### Routed clock nets over the placement, run 1

Scale bar: 50 µm.
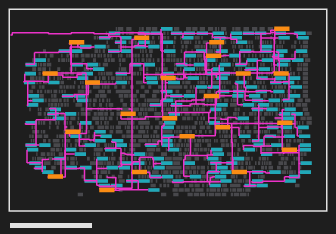
### Cell sizes after repair, run 1

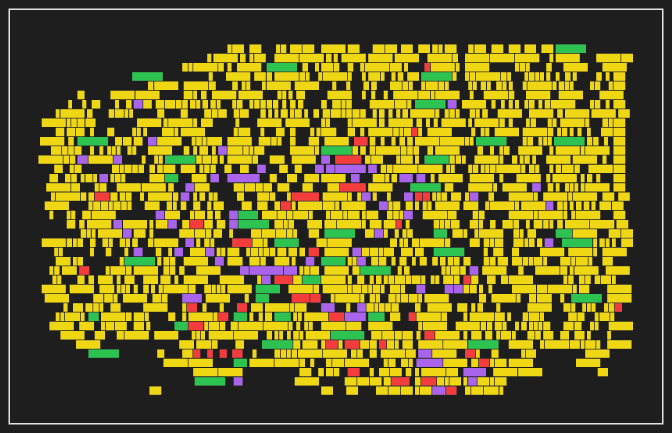
### Sequential cells colored by netlist name, run 1

Scale bar: 50 µm. Other sequential cells in the stronger gray, the rest of the logic in the fainter gray.
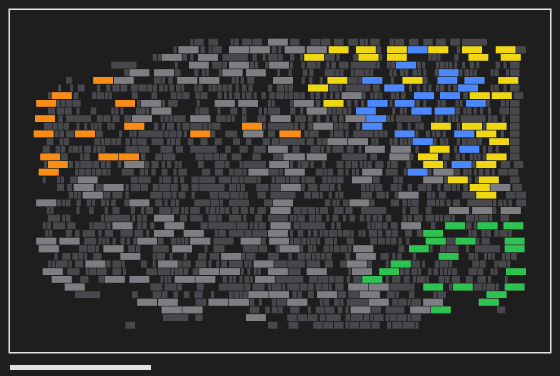
===== config.mk =====
export PLATFORM = sky130hd
export DESIGN_NAME = uart_prog_loader
export DESIGN_NICKNAME = d
export VERILOG_FILES = /design/src/rtl/uart_loader_pkg.sv /design/src/rtl/uart_byte_rx.sv /design/src/rtl/uart_prog_loader.sv
export SDC_FILE = /design/constraint.sdc
export NUM_CORES = 1
export LEC_CHECK = 0
export CORE_ASPECT_RATIO = 0.6
export CORE_MARGIN = 8
export CORE_UTILIZATION = 54
export CTS_CLUSTER_DIAMETER = 40
export CTS_CLUSTER_SIZE = 14
export DETAILED_ROUTE_END_ITERATION = 10
export PLACE_DENSITY = 0.77
export RECOVER_POWER = 50
export SETUP_SLACK_MARGIN = 0.02
export SLEW_MARGIN = 20
export SYNTH_ARGS = -nofsm -noshare
export SYNTH_HDL_FRONTEND = slang
export SYNTH_SLANG_ARGS = --single-unit

===== constraint.sdc =====
create_clock -name clk -period 3.5 [get_ports clk]
set_clock_uncertainty 0.2 [all_clocks]
set_input_delay 0.7 -clock clk [delete_from_list [all_inputs] [get_ports clk]]
set_output_delay 0.7 -clock clk [all_outputs]
set_load 0.01 [all_outputs]

===== src/rtl/uart_loader_pkg.sv =====
`default_nettype none
// +--------------------------------------------------------------------------+
// | uart_loader_pkg : shared constants, FSM states and width helper           |
// | Rev 1.0                                                                   |
// +--------------------------------------------------------------------------+
package uart_loader_pkg;

    localparam logic [7:0] HDR_BYTE = 8'hA5;
    localparam logic [7:0] ACK_BYTE = 8'h06;
    localparam logic [7:0] NAK_BYTE = 8'h15;

    typedef enum logic [3:0] {
        IDLE, HDR, BANK, BASE0, BASE1, LEN0, LEN1, DATA, CSUM, RESP, DONE
    } state_t;

    function automatic int bank_w(input int n);
        return (n > 1) ? $clog2(n) : 1;
    endfunction

endpackage
`default_nettype wire


===== src/rtl/uart_byte_rx.sv =====
`default_nettype none
// +--------------------------------------------------------------------------+
// | uart_byte_rx : 8N1 receiver with 2-flop synchroniser and stop-bit check   |
// | Rev 1.0                                                                   |
// +--------------------------------------------------------------------------+
module uart_byte_rx #(
    parameter int CLKS_PER_BIT = 87
) (
    input  logic       clk,
    input  logic       rst,
    input  logic       rx,
    output logic [7:0] rx_byte,
    output logic       valid,
    output logic       frame_err
);
    localparam int c_cnt_w = $clog2(CLKS_PER_BIT + 1);
    localparam logic [c_cnt_w-1:0] c_half = c_cnt_w'(CLKS_PER_BIT / 2 - 1);
    localparam logic [c_cnt_w-1:0] c_full = c_cnt_w'(CLKS_PER_BIT - 1);

    typedef enum logic [1:0] {RX_IDLE, RX_START, RX_DATA, RX_STOP} rx_state_t;

    rx_state_t          r_state, w_state_next;
    logic               r_sync1, r_sync2, r_sync3;
    logic [c_cnt_w-1:0] r_cnt, w_cnt_next;
    logic [2:0]         r_bit, w_bit_next;
    logic [7:0]         r_shift, w_shift_next;
    logic               r_valid, w_valid;
    logic               r_err, w_err;

    always_comb begin
        w_state_next = r_state;
        w_cnt_next   = r_cnt + 1'b1;
        w_bit_next   = r_bit;
        w_shift_next = r_shift;
        w_valid      = 1'b0;
        w_err        = 1'b0;
        case (r_state)
            RX_IDLE: begin
                w_cnt_next = '0;
                if (r_sync3 && !r_sync2)
                    w_state_next = RX_START;
            end
            RX_START: if (r_cnt == c_half) begin
                // A start bit that is high again at mid-bit was a glitch
                w_cnt_next   = '0;
                w_bit_next   = '0;
                w_state_next = r_sync2 ? RX_IDLE : RX_DATA;
            end
            RX_DATA: if (r_cnt == c_full) begin
                w_cnt_next   = '0;
                w_shift_next = {r_sync2, r_shift[7:1]};
                w_bit_next   = r_bit + 1'b1;
                if (r_bit == 3'd7)
                    w_state_next = RX_STOP;
            end
            RX_STOP: if (r_cnt == c_full) begin
                w_cnt_next   = '0;
                w_valid      = r_sync2;
                w_err        = !r_sync2;
                w_state_next = RX_IDLE;
            end
            default: w_state_next = RX_IDLE;
        endcase
    end

    always_ff @(posedge clk) begin
        if (!rst) begin
            r_state <= RX_IDLE;
            r_sync1 <= 1'b1;
            r_sync2 <= 1'b1;
            r_sync3 <= 1'b1;
            r_cnt   <= '0;
            r_bit   <= '0;
            r_shift <= '0;
            r_valid <= 1'b0;
            r_err   <= 1'b0;
        end else begin
            r_sync1 <= rx;
            r_sync2 <= r_sync1;
            r_sync3 <= r_sync2;
            r_state <= w_state_next;
            r_cnt   <= w_cnt_next;
            r_bit   <= w_bit_next;
            r_shift <= w_shift_next;
            r_valid <= w_valid;
            r_err   <= w_err;
        end
    end

    assign rx_byte   = r_shift;
    assign valid     = r_valid;
    assign frame_err = r_err;

endmodule
`default_nettype wire


===== src/rtl/uart_prog_loader.sv =====
`default_nettype none
// +--------------------------------------------------------------------------+
// | uart_prog_loader : framed UART loader writing words into on-chip banks    |
// | Rev 1.0                                                                   |
// +--------------------------------------------------------------------------+
module uart_prog_loader
    import uart_loader_pkg::*;
#(
    parameter int CLKS_PER_BIT = 87,
    parameter int DATA_W       = 32,
    parameter int NUM_BANKS    = 2,
    parameter int BANK_ADDR_W  = 14,
    parameter int TIMEOUT_CLKS = 1_000_000
) (
    input  logic                         clk,
    input  logic                         rst,
    input  logic                         start,
    input  logic                         rx,
    output logic                         tx,
    output logic                         wen,
    output logic [bank_w(NUM_BANKS)-1:0] bank,
    output logic [BANK_ADDR_W-1:0]       adr,
    output logic [DATA_W-1:0]            dat,
    output logic                         active,
    output logic                         done,
    output logic [7:0]                   err_cnt
);
    localparam int c_bank_w = bank_w(NUM_BANKS);
    localparam int c_bpw    = DATA_W / 8;
    localparam int c_bc_w   = (c_bpw > 1) ? $clog2(c_bpw) : 1;
    localparam int c_tmo_w  = $clog2(TIMEOUT_CLKS + 1);
    localparam int c_tx_w   = $clog2(CLKS_PER_BIT + 1);
    localparam logic [16:0] c_span = 17'd1 << BANK_ADDR_W;

    state_t               r_state, w_state_next;
    logic [7:0]           w_rx_byte;
    logic                 w_rx_valid, w_rx_err;
    logic [c_bank_w-1:0]  r_bank;
    logic [15:0]          r_base, r_rem, w_len_full;
    logic [BANK_ADDR_W-1:0] r_adr_cur;
    logic [c_bc_w-1:0]    r_byte_cnt;
    logic [DATA_W-1:0]    r_word, w_word_next;
    logic [7:0]           r_csum, w_tx_byte;
    logic                 r_len0, r_end;
    logic [c_tmo_w-1:0]   r_tmo;
    logic [8:0]           r_tx_shift;
    logic [c_tx_w-1:0]    r_tx_cnt;
    logic [3:0]           r_tx_bit;
    logic                 r_tx_busy;
    logic w_in_frame, w_tmo_hit, w_tx_go, w_tx_done, w_word_last, w_range_bad, w_bank_bad;

    uart_byte_rx #(.CLKS_PER_BIT(CLKS_PER_BIT)) u_rx (
        .clk       (clk),
        .rst       (rst),
        .rx        (rx),
        .rx_byte   (w_rx_byte),
        .valid     (w_rx_valid),
        .frame_err (w_rx_err)
    );

    generate
        if (DATA_W > 8) begin : g_word_shift
            assign w_word_next = {w_rx_byte, r_word[DATA_W-1:8]};
        end else begin : g_word_byte
            assign w_word_next = w_rx_byte;
        end
    endgenerate

    assign w_in_frame  = r_state inside {BANK, BASE0, BASE1, LEN0, LEN1, DATA, CSUM};
    assign w_tmo_hit   = w_in_frame && !w_rx_valid && (r_tmo == c_tmo_w'(TIMEOUT_CLKS - 1));
    assign w_len_full  = {w_rx_byte, r_rem[7:0]};
    assign w_range_bad = ({1'b0, r_base} + {1'b0, w_len_full}) > c_span;
    assign w_bank_bad  = {24'd0, w_rx_byte} >= 32'(NUM_BANKS);
    assign w_word_last = (r_byte_cnt == c_bc_w'(c_bpw - 1));
    assign w_tx_done   = r_tx_busy && (r_tx_cnt == c_tx_w'(CLKS_PER_BIT - 1)) && (r_tx_bit == 4'd9);

    always_comb begin
        w_state_next = r_state;
        w_tx_go      = 1'b0;
        w_tx_byte    = NAK_BYTE;
        case (r_state)
            IDLE, DONE: if (start) w_state_next = HDR;
            HDR:   if (w_rx_valid && w_rx_byte == HDR_BYTE) w_state_next = BANK;
            BANK:  if (w_rx_valid) begin
                if (w_bank_bad) begin
                    w_state_next = RESP;
                    w_tx_go      = 1'b1;
                end else begin
                    w_state_next = BASE0;
                end
            end
            BASE0: if (w_rx_valid) w_state_next = BASE1;
            BASE1: if (w_rx_valid) w_state_next = LEN0;
            LEN0:  if (w_rx_valid) w_state_next = LEN1;
            LEN1:  if (w_rx_valid) begin
                if (w_range_bad) begin
                    w_state_next = RESP;
                    w_tx_go      = 1'b1;
                end else begin
                    w_state_next = (w_len_full == 16'd0) ? CSUM : DATA;
                end
            end
            DATA:  if (w_rx_valid && w_word_last && r_rem == 16'd1) w_state_next = CSUM;
            CSUM:  if (w_rx_valid) begin
                w_state_next = RESP;
                w_tx_go      = 1'b1;
                w_tx_byte    = (w_rx_byte == r_csum) ? ACK_BYTE : NAK_BYTE;
            end
            RESP:  if (w_tx_done) w_state_next = r_end ? DONE : HDR;
            default: w_state_next = IDLE;
        endcase
        if (w_in_frame && (w_rx_err || w_tmo_hit)) begin
            w_state_next = RESP;
            w_tx_go      = 1'b1;
            w_tx_byte    = NAK_BYTE;
        end
    end

    always_ff @(posedge clk) begin
        if (!rst) r_state <= IDLE;
        else      r_state <= w_state_next;
    end

    always_ff @(posedge clk) begin
        if (!rst) begin
            tx <= 1'b1;  wen <= 1'b0;  bank <= '0;  adr <= '0;  dat <= '0;
            active <= 1'b0;  done <= 1'b0;  err_cnt <= '0;
            r_bank <= '0;  r_base <= '0;  r_rem <= '0;  r_adr_cur <= '0;
            r_byte_cnt <= '0;  r_word <= '0;  r_csum <= '0;  r_len0 <= 1'b0;
            r_end <= 1'b0;  r_tmo <= '0;  r_tx_shift <= '0;  r_tx_cnt <= '0;
            r_tx_bit <= '0;  r_tx_busy <= 1'b0;
        end else begin
            wen   <= 1'b0;
            r_tmo <= (w_in_frame && !w_rx_valid) ? r_tmo + 1'b1 : '0;
            if ((r_state == IDLE || r_state == DONE) && start) begin
                active <= 1'b1;
                done   <= 1'b0;
            end
            if (r_state == RESP && w_tx_done && r_end) begin
                active <= 1'b0;
                done   <= 1'b1;
            end
            case (r_state)
                HDR:   r_csum <= '0;
                BANK:  if (w_rx_valid) begin
                    r_bank <= w_rx_byte[c_bank_w-1:0];
                    r_csum <= r_csum ^ w_rx_byte;
                end
                BASE0: if (w_rx_valid) begin
                    r_base[7:0] <= w_rx_byte;
                    r_csum      <= r_csum ^ w_rx_byte;
                end
                BASE1: if (w_rx_valid) begin
                    r_base[15:8] <= w_rx_byte;
                    r_csum       <= r_csum ^ w_rx_byte;
                end
                LEN0:  if (w_rx_valid) begin
                    r_rem[7:0] <= w_rx_byte;
                    r_csum     <= r_csum ^ w_rx_byte;
                end
                LEN1:  if (w_rx_valid) begin
                    r_rem      <= w_len_full;
                    r_len0     <= (w_len_full == 16'd0);
                    r_adr_cur  <= r_base[BANK_ADDR_W-1:0];
                    r_byte_cnt <= '0;
                    r_csum     <= r_csum ^ w_rx_byte;
                end
                DATA:  if (w_rx_valid) begin
                    r_csum <= r_csum ^ w_rx_byte;
                    r_word <= w_word_next;
                    if (w_word_last) begin
                        wen        <= 1'b1;
                        bank       <= r_bank;
                        adr        <= r_adr_cur;
                        dat        <= w_word_next;
                        r_adr_cur  <= r_adr_cur + 1'b1;
                        r_rem      <= r_rem - 1'b1;
                        r_byte_cnt <= '0;
                    end else begin
                        r_byte_cnt <= r_byte_cnt + 1'b1;
                    end
                end
                default: ;
            endcase
            // Only an ACKed zero-length frame closes the session
            if (w_tx_go) begin
                r_end      <= r_len0 && (w_tx_byte == ACK_BYTE);
                tx         <= 1'b0;
                r_tx_shift <= {1'b1, w_tx_byte};
                r_tx_cnt   <= '0;
                r_tx_bit   <= '0;
                r_tx_busy  <= 1'b1;
                if (w_tx_byte == NAK_BYTE && err_cnt != 8'hFF)
                    err_cnt <= err_cnt + 1'b1;
            end else if (r_tx_busy) begin
                if (r_tx_cnt == c_tx_w'(CLKS_PER_BIT - 1)) begin
                    r_tx_cnt <= '0;
                    if (r_tx_bit == 4'd9) begin
                        r_tx_busy <= 1'b0;
                    end else begin
                        tx         <= r_tx_shift[0];
                        r_tx_shift <= {1'b1, r_tx_shift[8:1]};
                        r_tx_bit   <= r_tx_bit + 1'b1;
                    end
                end else begin
                    r_tx_cnt <= r_tx_cnt + 1'b1;
                end
            end
        end
    end

endmodule
`default_nettype wire


==> PnR_summary.wiki, run 1 <==
== Flow metrics ==
{| class="wikitable"
! Metric !! Value
|-
| Cell with the most instances on the worst path || sky130_fd_sc_hd__buf_4
|-
| Number of input and output port buffers inserted || 62
|-
| Required arrival time at the worst endpoint || ~3.7 ns
|-
| Clock latency of the later-clocked register in the worst-skew pair || 0.52 ns
|-
| Worst setup path category || register to register
|-
| CTS Buffer Depth || 3
|-
| Number of non-filler instances in the completed layout || between 1,500 and 2,000
|-
| Logic area || 0.00555 mm²
|-
| Net count, final || around 1,400
|-
| Top cells by area || sky130_fd_sc_hd__dfxtp_1, sky130_fd_sc_hd__nand2_1, sky130_fd_sc_hd__a21oi_1
|-
| Final worst-path setup slack || -0.0618 ns
|-
| Row cnt || 38
|-
| Vias in the first global route || between 8,000 and 9,000
|-
| Worst-case vdd ir drop || 272 µV
|-
| Area of the die || roughly 0.023 mm²
|-
| Total power after layout || about 5.2 mW
|-
| Filler Cells Inserted || 1,525
|-
| Failing checks || setup timing
|-
| Overall global routing resource usage || 22.2%
|-
| Termination of the worst setup path || r_state[1]
|-
| Wire per inst || approximately 17 µm
|-
| Final cell utilization of the core || 66.3%
|-
| Status || complete, but fails checks
|-
| Count of distinct cell types in the synthesized netlist || 74
|-
| Max Clock Freq || between 200 and 300 MHz
|-
| Most common logic cells in the final layout || sky130_fd_sc_hd__nand2_1, sky130_fd_sc_hd__dfxtp_1, sky130_fd_sc_hd__a21oi_1
|-
| Synth Area in XOR/XNOR || 4.02%
|-
| Post CTS Setup Buffer Count || 4
|-
| Total cell area at the placement stage || 0.0110 mm²
|-
| Worst-case setup slack after placement || -0.222 ns
|-
| Post-Route Setup TNS || -0.375 ns
|-
| Classification of the worst-slack hold path || register to register
|-
| Largest net degree at the start of global routing || 62
|-
| Setup-failing EPs final || 11
|-
| Element type at the critical path end || register
|-
| Buf+Inv Stages, Crit Path || 2
|-
| Antenna Nets Post-Route || 0
|-
| Critical path depth in cells || 13
|-
| Area overhead of the layout relative to synthesis || 19.7%
|-
| Total number of vias || 9,195
|-
| Clock tree from TritonCTS || done
|-
| Fraction of synthesized cell area taken by the top area cell type || 42.3%
|-
| OpenROAD warning count || 35
|}
Back to the opening pictures, 'Routed clock nets over the placement':
legend:
  magenta:
    item: clock wires
    length: 2,600 µm
  orange:
    item: cells driving clock nets
    count: 22
  cyan:
    item: flip-flops
    count: 212
routed clock nets: 23

Back to the opening pictures, 'Cell sizes after repair':
legend:
  red:
    size: drive 2
    cells: 40
  yellow:
    size: drive 1 or less
    cells: 1,210
  green:
    size: drive 6 and up
    cells: 39
  purple:
    size: drive 3 to 4
    cells: 61

Back to the opening pictures, 'Sequential cells colored by netlist name':
legend:
  blue:
    signal: r_word
    flops: 24
    where: top right
  yellow:
    signal: dat
    flops: 32
  orange:
    signal: r_rem
    flops: 16
  green:
    signal: r_tmo
    flops: 20
    where: bottom right
not colored: 120

-- run 1: area by class of cell --
type	count	area share (%)
Tap cell	240	2.50
Multi-Input combinational cell	955	46.2
Timing Repair Buffer	123	9.47
Sequential cell	212	35.4
Clock inverter	9	0.657
Inverter	24	0.771
Clock buffer	27	4.99
-- run 1: synth_stat cells, drive strengths merged (7+ instances only) --
library cell,number
dfxtp,212
buf,7
nor3,15
a211oi,14
nand4,14
xor2,22
nand3,38
and3,15
or3,13
or4,7
a31oi,9
ha,34
a21oi,157
nand2b,13
clkbuf,71
mux2i,25
inv,23
nand3b,14
xnor2,24
o21ai,50
nor2,142
o22ai,12
nand2,253
-- run 1: power by group --
group	switching, mW	internal [mW]	leakage [nW]
clock	1.00	1.23	0.335
combinational	0.311	0.160	2.43
sequential	0.0207	2.44	1.71
==> run 1 -> run 2 <==
--- a/config.mk
+++ b/config.mk
@@ -7,14 +7,12 @@
 export LEC_CHECK = 0
 export CORE_ASPECT_RATIO = 0.6
 export CORE_MARGIN = 8
-export CORE_UTILIZATION = 54
+export CORE_UTILIZATION = 40
 export CTS_CLUSTER_DIAMETER = 40
 export CTS_CLUSTER_SIZE = 14
 export DETAILED_ROUTE_END_ITERATION = 10
-export PLACE_DENSITY = 0.77
 export RECOVER_POWER = 50
 export SETUP_SLACK_MARGIN = 0.02
-export SLEW_MARGIN = 20
 export SYNTH_ARGS = -nofsm -noshare
 export SYNTH_HDL_FRONTEND = slang
 export SYNTH_SLANG_ARGS = --single-unit
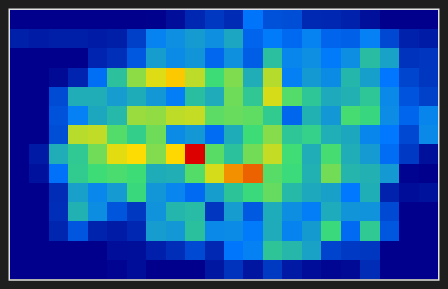
*Signal metal coverage by tile, run 2*
The die is cut into 22 by 14 equal tiles; dark blue is low, red is high, scaled to the fullest tile. Values are wire area over tile area, all layers added.
nearly empty tiles: 20%
fullest tile: 0.53
emptiest ninth of the die: bottom left

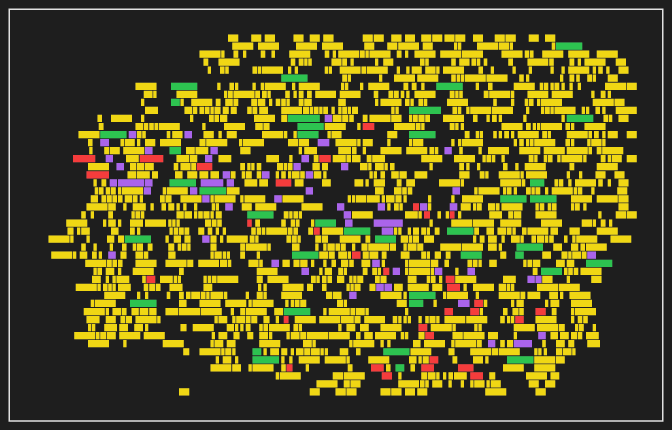
*Cell sizes after repair, run 2*
legend:
  purple:
    size: drive 3 to 4
    cells: 55
  green:
    size: drive 6 and up
    cells: 39
  yellow:
    size: drive 1 or less
    cells: 1,222
  red:
    size: drive 2
    cells: 32

==> run 2 against run 1 <==
  * Register-to-register slack got worse by 0.05 ns
  * Non-clock buffer count fell by 9
  * First-iteration DRC count fell by 20%
  * Utilization fell by 18 points
  * The run still ends with setup timing left
  * Die size rose by 31%
  * Highest routed layer unchanged
==> PnR_summary.wiki, run 2 <==
== Flow metrics ==
{| class="wikitable"
! Metric !! Value
|-
| Status || complete, but fails checks
|-
| Failing checks || setup timing
|-
| Vias in the first global route || about 8,000
|-
| Element type at the critical path end || register
|-
| Clock tree from TritonCTS || done
|-
| Share of total power consumed by net switching || between 20 and 30%
|-
| Buf+Inv Stages, Crit Path || 2
|-
| Post CTS Setup Buffer Count || 1
|-
| Fraction of synthesized cell area taken by the top area cell type || 42.3%
|-
| Logic area || 0.00546 mm²
|-
| Number of non-filler instances in the completed layout || 1,677
|-
| Row cnt || 45
|-
| Power Clock || 2.59 mW
|-
| Clock latency of the later-clocked register in the worst-skew pair || between 0.5 and 0.6 ns
|-
| Combinational gate power || 403 µW
|-
| Post-Route Setup TNS || -1.19 ns
|-
| Setup-failing EPs final || 26
|-
| Final worst-path setup slack || -0.107 ns
|-
| Total power after layout || 5.47 mW
|-
| Wire per inst || 15.7 µm
|-
| Power group with the largest share || the clock network
|-
| Final cell utilization of the core || 48.4%
|-
| Portion of total power attributed to the clock network || 47.4%
|-
| Total number of vias || 9,026
|-
| Net switching power || 1.38 mW
|-
| Filler Cells Inserted || 2,450
|-
| Most common logic cells in the final layout || sky130_fd_sc_hd__nand2_1, sky130_fd_sc_hd__dfxtp_1, sky130_fd_sc_hd__a21oi_1
|-
| Net count, final || 1,371
|-
| Largest net degree at the start of global routing || 59
|-
| Worst-case setup slack after placement || -0.332 ns
|-
| Number of input and output port buffers inserted || 62
|-
| Worst-case vdd ir drop || roughly 270 µV
|}
==> run 2: cell counts after synthesis <==
Identical to the previous run, type by type.
==> run 2: path summary, 6_finish.rpt <==
path / startpoint / endpoint / cells after the start
worst max-delay path: r_base[0] / err_cnt[7] / 13
worst min register to register: u_rx.r_sync1 / u_rx.r_sync2 / 1
worst min-delay path: u_rx.r_sync1 / u_rx.r_sync2 / 1
worst max register to register: r_base[0] / err_cnt[7] / 13
==> run 2: final cells by class <==
| type | instances | area share, % |
|---|---|---|
| clock inverter | 14 | 1.29 |
| sequential | 212 | 35.1 |
| multi-input combinational | 955 | 45.2 |
| clock buffer | 29 | 5.47 |
| timing repair buffer | 114 | 8.74 |
| inverter | 24 | 0.766 |
| tap | 329 | 3.41 |
Power and IR drop assume default switching activity.
